File: config.mk
export PLATFORM = sky130hd
export DESIGN_NAME = fetch_sequencer_flat
export DESIGN_NICKNAME = d
export VERILOG_FILES = /design/src/rtl/fetch_pkg.sv /design/src/rtl/fetch_sequencer_if.sv /design/src/rtl/branch_resolve.sv /design/src/rtl/fetch_sequencer.sv /design/src/flat_wrapper.sv
export SDC_FILE = /design/constraint.sdc
export NUM_CORES = 1
export LEC_CHECK = 0
export ABC_AREA = 1
export CORE_ASPECT_RATIO = 0.7
export CORE_MARGIN = 10
export CORE_UTILIZATION = 47
export DETAILED_ROUTE_END_ITERATION = 10
export PLACE_DENSITY_LB_ADDON = 0.15
export REMOVE_ABC_BUFFERS = 1
export SLEW_MARGIN = 20
export SYNTH_ARGS = -nofsm -noshare
export SYNTH_HDL_FRONTEND = slang
export SYNTH_SLANG_ARGS = --single-unit
export TNS_END_PERCENT = 20
File: constraint.sdc
create_clock -name Clk -period 2.2 [get_ports Clk]
set_input_delay 0.55 -clock Clk [delete_from_list [all_inputs] [get_ports Clk]]
set_output_delay 0.55 -clock Clk [all_outputs]
set_load 0.01 [all_outputs]
File: src/rtl/fetch_pkg.sv
// Shared types and default widths for the fetch sequencer.
package fetch_pkg;

    localparam int unsigned PCW_DEF  = 10;
    localparam int unsigned OFFW_DEF = 8;
    localparam int unsigned CNTW     = 32;

    typedef enum logic [1:0] {
        IDLE = 2'd0,
        RUN  = 2'd1,
        DONE = 2'd2
    } seq_state_t;

endpackage

File: src/rtl/fetch_sequencer_if.sv
// Decoder/flag inputs and sequencing outputs of the fetch sequencer.
// Optional build macro: CYCLE_COUNT_EN adds CycleCount and InstrCount.
interface fetch_sequencer_if #(
    parameter int unsigned PCW  = fetch_pkg::PCW_DEF,
    parameter int unsigned OFFW = fetch_pkg::OFFW_DEF
);
    logic            Start;
    logic            Stall;
    logic            Halt;
    logic            AbsBranch;
    logic            RelBranch;
    logic            BranchFlag;
    logic            BranchInvert;
    logic            ZeroFlag;
    logic            NegFlag;
    logic [PCW-1:0]  Target;
    logic [OFFW-1:0] RelOffset;
    logic [PCW-1:0]  PC;
    logic            InstrValid;
    logic            BranchTaken;
    logic            Running;
    logic            Done;
`ifdef CYCLE_COUNT_EN
    logic [31:0]     CycleCount;
    logic [31:0]     InstrCount;
`endif

    modport master (
        output Start, Stall, Halt, AbsBranch, RelBranch, BranchFlag, BranchInvert,
               ZeroFlag, NegFlag, Target, RelOffset,
`ifdef CYCLE_COUNT_EN
        input  CycleCount, InstrCount,
`endif
        input  PC, InstrValid, BranchTaken, Running, Done
    );

    modport slave (
        input  Start, Stall, Halt, AbsBranch, RelBranch, BranchFlag, BranchInvert,
               ZeroFlag, NegFlag, Target, RelOffset,
`ifdef CYCLE_COUNT_EN
        output CycleCount, InstrCount,
`endif
        output PC, InstrValid, BranchTaken, Running, Done
    );

endinterface

File: src/rtl/branch_resolve.sv
// Combinational branch decision and next-PC selection.
module branch_resolve #(
    parameter int unsigned PCW  = fetch_pkg::PCW_DEF,
    parameter int unsigned OFFW = fetch_pkg::OFFW_DEF
) (
    input  logic [PCW-1:0]  pc,
    input  logic            abs_branch,
    input  logic            rel_branch,
    input  logic            branch_flag,
    input  logic            branch_invert,
    input  logic            zero_flag,
    input  logic            neg_flag,
    input  logic [PCW-1:0]  target,
    input  logic [OFFW-1:0] rel_offset,
    output logic            taken_c,
    output logic [PCW-1:0]  next_pc_c
);

    logic           cond_c;
    logic [PCW-1:0] offset_ext_c;

    // Flag select/invert; offset is sign-extended so the add wraps modulo 2^PCW.
    assign cond_c       = (branch_flag ? neg_flag : zero_flag) ^ branch_invert;
    assign taken_c      = (abs_branch | rel_branch) & cond_c;
    assign offset_ext_c = PCW'($signed(rel_offset));

    // Absolute wins over relative; fall through to sequential increment.
    always_comb begin
        next_pc_c = pc + PCW'(1);
        if (taken_c) begin
            if (abs_branch) begin
                next_pc_c = target;
            end else begin
                next_pc_c = pc + offset_ext_c;
            end
        end
    end

endmodule

File: src/rtl/fetch_sequencer.sv
// Program counter and run/halt sequencing for the core.
// Optional build macro: CYCLE_COUNT_EN adds saturating cycle/instruction counters.
module fetch_sequencer
    import fetch_pkg::*;
#(
    parameter int unsigned PCW        = PCW_DEF,
    parameter int unsigned OFFW       = OFFW_DEF,
    parameter int unsigned START_ADDR = 0
) (
    input  logic          Clk,
    input  logic          Reset,
    fetch_sequencer_if.slave bus
);

    seq_state_t     state_q, state_d;
    logic [PCW-1:0] pc_q, pc_d;
    logic           taken_q, taken_d;
    logic           taken_c;
    logic [PCW-1:0] branch_pc_c;
    logic           start_ok_c;

    branch_resolve #(.PCW(PCW), .OFFW(OFFW)) u_branch (
        .pc            (pc_q),
        .abs_branch    (bus.AbsBranch),
        .rel_branch    (bus.RelBranch),
        .branch_flag   (bus.BranchFlag),
        .branch_invert (bus.BranchInvert),
        .zero_flag     (bus.ZeroFlag),
        .neg_flag      (bus.NegFlag),
        .target        (bus.Target),
        .rel_offset    (bus.RelOffset),
        .taken_c       (taken_c),
        .next_pc_c     (branch_pc_c)
    );

    // Start is honoured only outside RUN.
    assign start_ok_c = bus.Start && (state_q != RUN);

    // State, PC and branch-taken registers.
    always_ff @(posedge Clk) begin
        if (Reset) begin
            state_q <= IDLE;
            pc_q    <= '0;
            taken_q <= 1'b0;
        end else begin
            state_q <= state_d;
            pc_q    <= pc_d;
            taken_q <= taken_d;
        end
    end

    // Next-state and next-PC; stall freezes everything, halt beats any branch.
    always_comb begin
        state_d = state_q;
        pc_d    = pc_q;
        taken_d = taken_q;
        case (state_q)
            IDLE, DONE: begin
                if (bus.Start) begin
                    state_d = RUN;
                    pc_d    = PCW'(START_ADDR);
                    taken_d = 1'b0;
                end
            end
            RUN: begin
                if (!bus.Stall) begin
                    if (bus.Halt) begin
                        state_d = DONE;
                        taken_d = 1'b0;
                    end else begin
                        pc_d    = branch_pc_c;
                        taken_d = taken_c;
                    end
                end
            end
            default: begin
                state_d = IDLE;
                pc_d    = '0;
                taken_d = 1'b0;
            end
        endcase
    end

    assign bus.PC          = pc_q;
    assign bus.BranchTaken = taken_q;
    assign bus.Running     = (state_q == RUN);
    assign bus.Done        = (state_q == DONE);
    assign bus.InstrValid  = (state_q == RUN) && !bus.Stall;

`ifdef CYCLE_COUNT_EN
    logic [CNTW-1:0] cycle_cnt_q;
    logic [CNTW-1:0] instr_cnt_q;

    // Saturating counters, cleared by reset or an accepted Start, frozen outside RUN.
    always_ff @(posedge Clk) begin
        if (Reset || start_ok_c) begin
            cycle_cnt_q <= '0;
            instr_cnt_q <= '0;
        end else if (state_q == RUN) begin
            if (cycle_cnt_q != '1) begin
                cycle_cnt_q <= cycle_cnt_q + CNTW'(1);
            end
            if (!bus.Stall && (instr_cnt_q != '1)) begin
                instr_cnt_q <= instr_cnt_q + CNTW'(1);
            end
        end
    end

    assign bus.CycleCount = cycle_cnt_q;
    assign bus.InstrCount = instr_cnt_q;
`else
    logic unused_start_ok;
    assign unused_start_ok = start_ok_c;
`endif

endmodule

File: src/flat_wrapper.sv
// flat-port wrapper written by rule: the top's interface ports become plain ports
module fetch_sequencer_flat import fetch_pkg::*;
#(
    parameter int unsigned PCW        = PCW_DEF,
    parameter int unsigned OFFW       = OFFW_DEF,
    parameter int unsigned START_ADDR = 0
)
  (Clk, Reset, bus_Start, bus_Stall, bus_Halt, bus_AbsBranch, bus_RelBranch, bus_BranchFlag, bus_BranchInvert, bus_ZeroFlag, bus_NegFlag, bus_Target, bus_RelOffset, bus_PC, bus_InstrValid, bus_BranchTaken, bus_Running, bus_Done);
  fetch_sequencer_if #(.PCW(PCW), .OFFW(OFFW)) bus_i ();
  input  logic Clk;
  input  logic Reset;
  input wire logic [$bits(bus_i.Start)-1:0] bus_Start;
  input wire logic [$bits(bus_i.Stall)-1:0] bus_Stall;
  input wire logic [$bits(bus_i.Halt)-1:0] bus_Halt;
  input wire logic [$bits(bus_i.AbsBranch)-1:0] bus_AbsBranch;
  input wire logic [$bits(bus_i.RelBranch)-1:0] bus_RelBranch;
  input wire logic [$bits(bus_i.BranchFlag)-1:0] bus_BranchFlag;
  input wire logic [$bits(bus_i.BranchInvert)-1:0] bus_BranchInvert;
  input wire logic [$bits(bus_i.ZeroFlag)-1:0] bus_ZeroFlag;
  input wire logic [$bits(bus_i.NegFlag)-1:0] bus_NegFlag;
  input wire logic [$bits(bus_i.Target)-1:0] bus_Target;
  input wire logic [$bits(bus_i.RelOffset)-1:0] bus_RelOffset;
  output wire logic [$bits(bus_i.PC)-1:0] bus_PC;
  output wire logic [$bits(bus_i.InstrValid)-1:0] bus_InstrValid;
  output wire logic [$bits(bus_i.BranchTaken)-1:0] bus_BranchTaken;
  output wire logic [$bits(bus_i.Running)-1:0] bus_Running;
  output wire logic [$bits(bus_i.Done)-1:0] bus_Done;
  assign bus_i.Start = bus_Start;
  assign bus_i.Stall = bus_Stall;
  assign bus_i.Halt = bus_Halt;
  assign bus_i.AbsBranch = bus_AbsBranch;
  assign bus_i.RelBranch = bus_RelBranch;
  assign bus_i.BranchFlag = bus_BranchFlag;
  assign bus_i.BranchInvert = bus_BranchInvert;
  assign bus_i.ZeroFlag = bus_ZeroFlag;
  assign bus_i.NegFlag = bus_NegFlag;
  assign bus_i.Target = bus_Target;
  assign bus_i.RelOffset = bus_RelOffset;
  assign bus_PC = bus_i.PC;
  assign bus_InstrValid = bus_i.InstrValid;
  assign bus_BranchTaken = bus_i.BranchTaken;
  assign bus_Running = bus_i.Running;
  assign bus_Done = bus_i.Done;
  fetch_sequencer #(.PCW(PCW), .OFFW(OFFW), .START_ADDR(START_ADDR)) u_core (.Clk(Clk), .Reset(Reset), .bus(bus_i));
endmodule
metal_stack.png
Scale bar: 20 um.
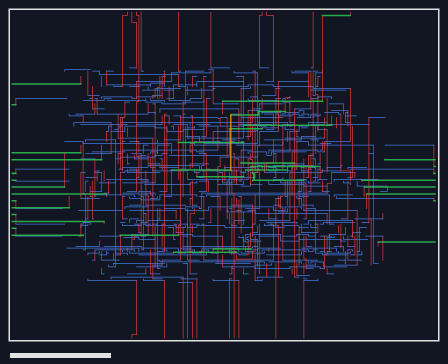
met3 -> green  # wire length 356 um
met4 -> orange  # wire length 10.9 um
met2 -> red  # wire length 1730 um
met1 -> blue  # wire length 1980 um
routed len/inst: 12.49 um
routed vias: 1595

final_clocks.png
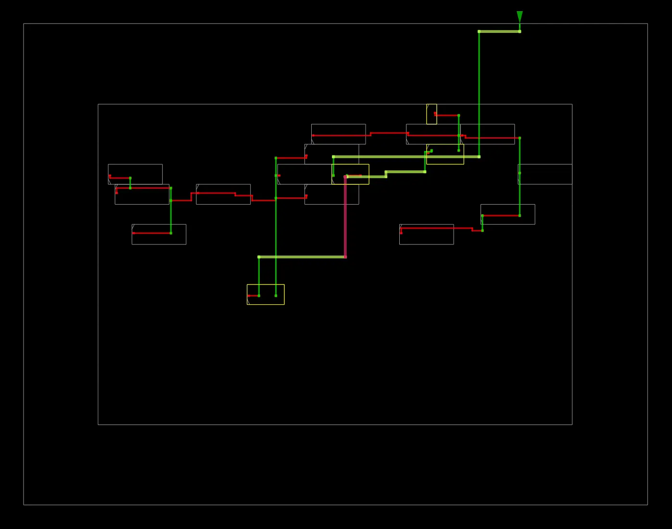
clock latency on the worst-skew pair: 250 ps
clock net sink count: 13
number of buffers created by CTS: 3
flip-flops: 13
Clock Skews: 1.328 ps

==> flow_summary.ini <==
; implementation run metrics
[drt]
drt-initial-drc-count = 144
vias_per_cell = 4.893
antenna_left = 0
top_layer_used = met4

[global_route]
use_met3_pct = 4.680
antenna_found_initial = 0
grt.met2_usage_pct = 23.59
grt_pass1_wl_mm = 6.734
grt_use_met1_pct = 17.84
grt_pass1_vias = 1498
grt_max_degree = 18

[worst_setup_path]
required_ps = 2350
r2r_setup_slack_ps = 520
max_stage_delay_ps = 460
endpoint_kind = register
cp-start-kind = input pin
crit_top_cell = nand2_1
path_class = input pin to register
critPathArrivalTime_ps = 2220
path_depth = 14
slowest_stage = clkdlybuf4s50_1
cp-startpoint = bus_RelOffset[0]

[pwr]
internal_power_w = 0.0004893
seq_power_share_pct = 35.8
comb-power_w = 0.000230
combPwrFrac_pct = 32.6
switching_power_w = 0.0002159
peakVddDrop_v = 0.0002886
pg_clk_w = 0.000223
pwr_density_cell_mw_per_mm2 = 361.0

[worst_hold_path]
holdPathStages = 2
worstHoldStart = u_core.state_q[1]

[sta]
hold_viol = 0
period_needed_ps = 2073
finalSetupTns_ps = 0
whs_ps = 510.1
max_slew_margin_pct = 74.78
drv_slew = 0

[cts]
htree_levels = 1
cts.root.buffer_cell = clkbuf_8
postCtsResizedCells = 1
holdBufCountCts = 0
clock_path_buffers = 2
cts_setup_buffers = 0

[final_layout]
lay_top_cells = 85 x nand2_1, 41 x clkdlybuf4s50_1, 31 x inv_1, 22 x nand3_1, 20 x nor2_1
comb_share_pct = 49.97
mi_logic_area_um2 = 975.9
drive_above_1_share_pct = 8.966
lay_top_count = nand2_1
inv_count = 34
clock_buffers = 4
fin_area_mm2 = 0.001953
syn_to_final_growth_pct = 41.52
buf_share_pct = 25.56
largest_reg_flops = 10

[synth]
ys_sh_simple_pct = 45.51
synthTopCellsByCount = 86 x nand2_1, 32 x inv_1, 22 x nand3_1
edf_count = 0
syn_avg_cell_area_um2 = 5.799
synthTopLogicFamily = simple AND/OR/NAND/NOR gates
top_cells_by_area = nand2_1 23%, dfxtp_1 19%, ha_1 9.1%
postSynthCellCount = 238
synth.distinct_cells = 28
yosys.area.top_type = nand2_1
synthAdderAreaFrac_pct = 10.52
synth.top_cell.area_share_pct = 23.39
synth-seq-cells = 13
synthArstFlopShare_pct = 0
synth_chip_area_mm2 = 0.001380
yosysCellCount = 238
synthMuxAreaShare_pct = 0
ys_sh_xor_pct = 3.808
synth_area_mm2 = 0.001380
ff_type = dfxtp_1
synth_seq_share_pct = 18.86

[flow_run]
max_cap_viol_count = 0

[placed_design]
gp_congestion = 0.8558
placed_area_mm2 = 0.001904
dp_hpwl_mm = 3.396
dp.cells = 322

[die]
dieHeight_um = 65.34
fp_util_pct = 49.24
taps = 36
die_x_um = 84.77
core_mm2 = 0.002803

[status]
run_status = finished, final reports clean
registers.png
Scale bar: 20 um.
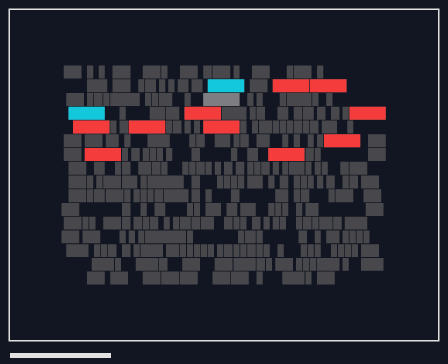
`u_core.bus.PC` -> red  # sequential cells 10
`u_core.state_q` -> cyan  # sequential cells 2
not coloured = 1
Sequential Power: 0.000252 W
FF/Latch Area: 260.3 um2
Final Core Density: 69.69%

port_nets.png
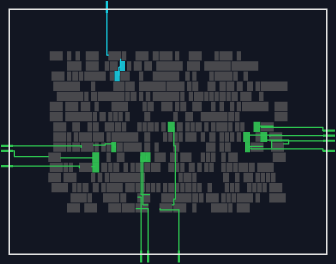
`bus_Target` -> green  # direction input, end cells 10, buffers 10, wire 259 um
`bus_Stall` -> cyan  # direction input, end cells 2, buffers 1, wire 17.1 um
PortBufs: 42
num ports: 43

Power is estimated from default activity; no workload was simulated.
